<file path="config.mk">
export PLATFORM = sky130hd
export DESIGN_NAME = uart_mmio_master
export DESIGN_NICKNAME = d
export VERILOG_FILES = /design/src/rtl/uart_mmio_master.sv
export SDC_FILE = /design/constraint.sdc
export NUM_CORES = 1
export LEC_CHECK = 0
export ABC_AREA = 1
export CAP_MARGIN = 0
export CORE_ASPECT_RATIO = 1.1
export CORE_MARGIN = 1
export CORE_UTILIZATION = 37
export DETAILED_ROUTE_END_ITERATION = 10
export HOLD_SLACK_MARGIN = 0.08
export PLACE_DENSITY = 0.81
export SLEW_MARGIN = 10
export SYNTH_ARGS = -nofsm -noshare
export SYNTH_HDL_FRONTEND = slang
export SYNTH_SLANG_ARGS = --single-unit
</file>
<file path="constraint.sdc">
create_clock -name clk -period 2.06 [get_ports clk]
set_clock_uncertainty 0.05 [all_clocks]
set_input_delay 0.412 -clock clk [delete_from_list [all_inputs] [get_ports clk]]
set_output_delay 0.412 -clock clk [all_outputs]
set_load 0.1 [all_outputs]
</file>
<file path="src/rtl/uart_mmio_master.sv">
// uart_mmio_master
//
// CPU-side initiator for the UART controller's MMIO port. A word load/store that falls in the
// 3-register window at BASE_ADDR is turned into single-cycle tx_wen / rx_ren strobes towards the
// UART FIFOs. Each in-window access completes with a one-cycle cpu_ack pulse.
//
// Register window (offset from BASE_ADDR):
//   0x0 TXDATA  write-only, byte in wdata[7:0]
//   0x4 RXDATA  read-only, 0xFFFF_FFFF when the RX FIFO is empty
//   0x8 STATUS  read-only, {29'b0, tx_drop, tx_full, rx_data_present}; a read clears tx_drop
//
// Ports:
//   clk              system clock
//   Rst              asynchronous active-low reset
//   cpu_addr         byte address of the access
//   cpu_wen/cpu_ren  single-cycle store/load strobes, sampled only while stall is low
//   cpu_wdata        store data, bits [7:0] used
//   cpu_rdata        load data, valid while cpu_ack is high
//   cpu_ack          one-cycle completion pulse
//   stall            access in progress; the CPU holds its address/data stable
//   tx_wen/uart_din  TX FIFO write strobe and byte
//   tx_full          TX FIFO full
//   rx_ren           RX FIFO read strobe
//   uart_dout        RX FIFO data, valid RX_LAT cycles after rx_ren
//   rx_data_present  RX FIFO non-empty

module uart_mmio_master #(
  parameter logic [31:0] BASE_ADDR  = 32'h0000_0400,
  parameter int unsigned TX_TIMEOUT = 1024,
  parameter int unsigned RX_LAT     = 1
) (
  input  logic        clk,
  input  logic        Rst,
  input  logic [31:0] cpu_addr,
  input  logic        cpu_wen,
  input  logic        cpu_ren,
  input  logic [31:0] cpu_wdata,
  output logic [31:0] cpu_rdata,
  output logic        cpu_ack,
  output logic        stall,
  output logic        tx_wen,
  output logic [7:0]  uart_din,
  input  logic        tx_full,
  output logic        rx_ren,
  input  logic [7:0]  uart_dout,
  input  logic        rx_data_present
);

  // One counter serves both the TX timeout and the RX read latency.
  localparam int unsigned CntW = (TX_TIMEOUT > 4) ? $clog2(TX_TIMEOUT) : 2;
  localparam logic [CntW-1:0] TxLast = CntW'(TX_TIMEOUT - 1);
  localparam logic [CntW-1:0] RxLoad = CntW'(RX_LAT);

  localparam logic [1:0] OffTx     = 2'b00;
  localparam logic [1:0] OffRx     = 2'b01;
  localparam logic [1:0] OffStatus = 2'b10;

  typedef enum logic [1:0] {StIdle, StTxWait, StRxWait, StAck} state_e;

  state_e          state_q;
  logic [CntW-1:0] cnt_q;
  logic            tx_drop_q;
  logic            tx_wen_q;
  logic            rx_ren_q;
  logic            cpu_ack_q;
  logic [31:0]     cpu_rdata_q;
  logic [7:0]      uart_din_q;

  logic in_window;
  logic req_valid;

  // Upper store-data bits and the byte offset inside a word play no part in decode.
  logic unused_bits;
  assign unused_bits = ^{cpu_wdata[31:8], cpu_addr[1:0]};

  assign in_window = (cpu_addr[31:4] == BASE_ADDR[31:4]) && (cpu_addr[3:2] != 2'b11);
  assign req_valid = in_window && (cpu_wen || cpu_ren);

  // Requests are only accepted in StIdle, so outside it stall is simply "busy".
  assign stall = (state_q != StIdle) || req_valid;

  assign cpu_rdata = cpu_rdata_q;
  assign cpu_ack   = cpu_ack_q;
  assign tx_wen    = tx_wen_q;
  assign rx_ren    = rx_ren_q;
  assign uart_din  = uart_din_q;

  // cpu_ack is raised on the StAck -> StIdle step so that it lands in a cycle where stall has
  // already dropped. Accesses with no FIFO side effect skip StAck and ack on the next cycle.
  always_ff @(posedge clk or negedge Rst) begin
    if (!Rst) begin
      state_q     <= StIdle;
      cnt_q       <= '0;
      tx_drop_q   <= 1'b0;
      tx_wen_q    <= 1'b0;
      rx_ren_q    <= 1'b0;
      cpu_ack_q   <= 1'b0;
      cpu_rdata_q <= '0;
      uart_din_q  <= '0;
    end else begin
      tx_wen_q  <= 1'b0;
      rx_ren_q  <= 1'b0;
      cpu_ack_q <= 1'b0;

      unique case (state_q)
        StIdle: begin
          if (req_valid) begin
            if (cpu_wen) begin
              // Write wins over a simultaneous read.
              if (cpu_addr[3:2] == OffTx) begin
                uart_din_q  <= cpu_wdata[7:0];
                cpu_rdata_q <= '0;
                if (tx_full) begin
                  cnt_q   <= '0;
                  state_q <= StTxWait;
                end else begin
                  tx_wen_q <= 1'b1;
                  state_q  <= StAck;
                end
              end else begin
                cpu_rdata_q <= '0;
                cpu_ack_q   <= 1'b1;
              end
            end else begin
              case (cpu_addr[3:2])
                OffRx: begin
                  if (rx_data_present) begin
                    rx_ren_q <= 1'b1;
                    cnt_q    <= RxLoad;
                    state_q  <= StRxWait;
                  end else begin
                    cpu_rdata_q <= '1;
                    cpu_ack_q   <= 1'b1;
                  end
                end
                OffStatus: begin
                  cpu_rdata_q <= {29'd0, tx_drop_q, tx_full, rx_data_present};
                  tx_drop_q   <= 1'b0;
                  cpu_ack_q   <= 1'b1;
                end
                default: begin
                  cpu_rdata_q <= '0;
                  cpu_ack_q   <= 1'b1;
                end
              endcase
            end
          end
        end

        StTxWait: begin
          // A free slot takes priority over the timeout on the final wait cycle.
          if (!tx_full) begin
            tx_wen_q <= 1'b1;
            state_q  <= StAck;
          end else if (cnt_q == TxLast) begin
            tx_drop_q <= 1'b1;
            state_q   <= StAck;
          end else begin
            cnt_q <= cnt_q + 1'b1;
          end
        end

        StRxWait: begin
          if (cnt_q == '0) begin
            cpu_rdata_q <= {24'd0, uart_dout};
            state_q     <= StAck;
          end else begin
            cnt_q <= cnt_q - 1'b1;
          end
        end

        StAck: begin
          cpu_ack_q <= 1'b1;
          state_q   <= StIdle;
        end

        default: state_q <= StIdle;
      endcase
    end
  end

endmodule

</file>
Figure 1. Nets reached from selected ports.
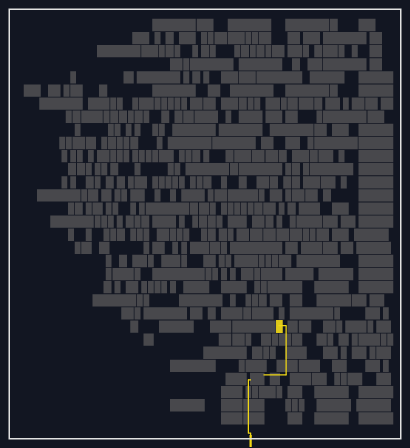
Key: yellow = cpu_ren [bits 1, direction input, edge bottom, end cells 1, buffers 1, wire 29.0 µm]
top-level I/O count: 122
Port Buf Inserts: 95

Figure 2. Placed standard cells.
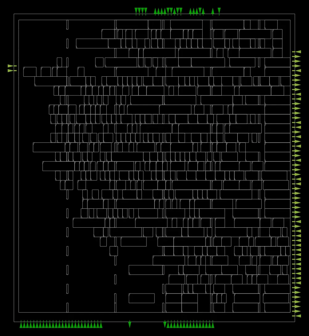
final cell utilization of the core: 61.6%
Seq area share: 20.4%

final cells by class:
class                      instances  share of cell area (%)
timing repair buffer             125                    35.2
inverter                          48                    4.53
clock inverter                     3                    1.60
multi-input combinational        260                    34.1
sequential                        33                    20.4
tap                               82                    2.52
clock buffer                       5                    1.69
per-layer routing:
metal  track usage (%)  part of all wire [%]
met5                 0                     0
met4              6.33                   1.5
met3              4.43                   8.3
met2              35.7                    52
met1              21.3                    38
tightest hold or removal path, cell delays in order (launching register included):
cell	delay (ns)
dfrtp_1	0.34
nand2_1	0.06
o21ai_2	0.05
power by group through the flow:
stage	Combinational, mW	Sequential (mW)	Clock (mW)
final	0.274	0.653	0.745
after floorplan	0.106	0.673	0
after global routing	0.299	0.653	0.772
after detailed placement	0.285	0.665	0
after CTS	0.275	0.652	0.751
after global placement	0.281	0.665	0
==> writeup.txt <==
TritonCTS built the clock tree. On the worst path, the slowest cell contributes a delay of 0.28 ns. Once the clock tree was built, the setup fixing pass inserted 0 buffers.

The report lists the number of standard-cell rows as 31. After synthesis, the largest family of logic cells by area is simple AND/OR/NAND/NOR gates. For the worst vdd rail ir drop, the log shows 325 µV.

After routing the design area is 4060 µm². The tools report the startpoint of the tightest hold check path as cpu_rdata[2]. The most common logic cells in the final layout are 103 x nand2_1, 46 x buf_4, 44 x inv_1. The share of the clock period used by the worst path came out at 97.0%. The maximum root-to-sink buffer count came out at 2. The tools report the nature of the critical path endpoint as a primary output. Root cell of the clock tree: clkbuf_8.

The yosys warning tally is 0. The worst hold path was traced through 2 stages. By area the synthesized netlist is led by dfrtp_1 33%, nand2_1 16%, nor2_1 7.3%. The post-CTS resize count came out at 18. For this run, the detailed router's first-pass iteration total came to 5. The post-detailed-route DRC marker count was 0; the number of warnings in the stage logs was 60.

Total power for the finished layout comes to 1.67 mW. The H-tree was split into 2 levels. The logs give 44.6% for the power share of the clock group and 5 for the CTS buffer count. The proportion of total power due to net switching came out at 24.1%. Cell type with the largest total area after synthesis: dfrtp_1. The run finished with clean final reports. The repair_antennas step left the layout with diodes totalling 0. STA on the placed design reports a worst setup slack of -0.267 ns.

Across all hold checks on the routed design, the worst slack comes to 0.435 ns. The filler cell count is 556. The total count of hold-check failures in the final report is 0. The first global-routing pass estimated 10.8 mm of wire. Final critical-path required period: 2.00 ns. Counting every net in the synthesized netlist gives 458. The tools report the number of global-route vias before repair as 2494. OpenSTA lists the critical path endpoint as stall. With the number of buffer and inverter instances along the worst setup path at 3, the fraction of the mapped netlist area in adder cells is 5.93%. The run gives 32.6% for the area share of the leading cell type in the synthesized netlist. Counting only logic cells after layout, the most numerous master is nand2_1. Relative to the synthesized area, the layout overhead comes to 60.4%.

The timing report lists the critical path depth as 8 cells. Counting distinct cell types in the post-synthesis netlist gives 32. The kind of critical path was input port to primary output.

Per the timing report, the most critical flop-to-flop path finishes at cnt_q[8]. Of the cells placed in the final design, the portion with a size suffix greater than 1 is 25.7%. On the reported timing paths, the clock transition at the registers reads 0.07 ns. The tools report the internal power as 1.27 mW.
Power and IR drop assume default switching activity.
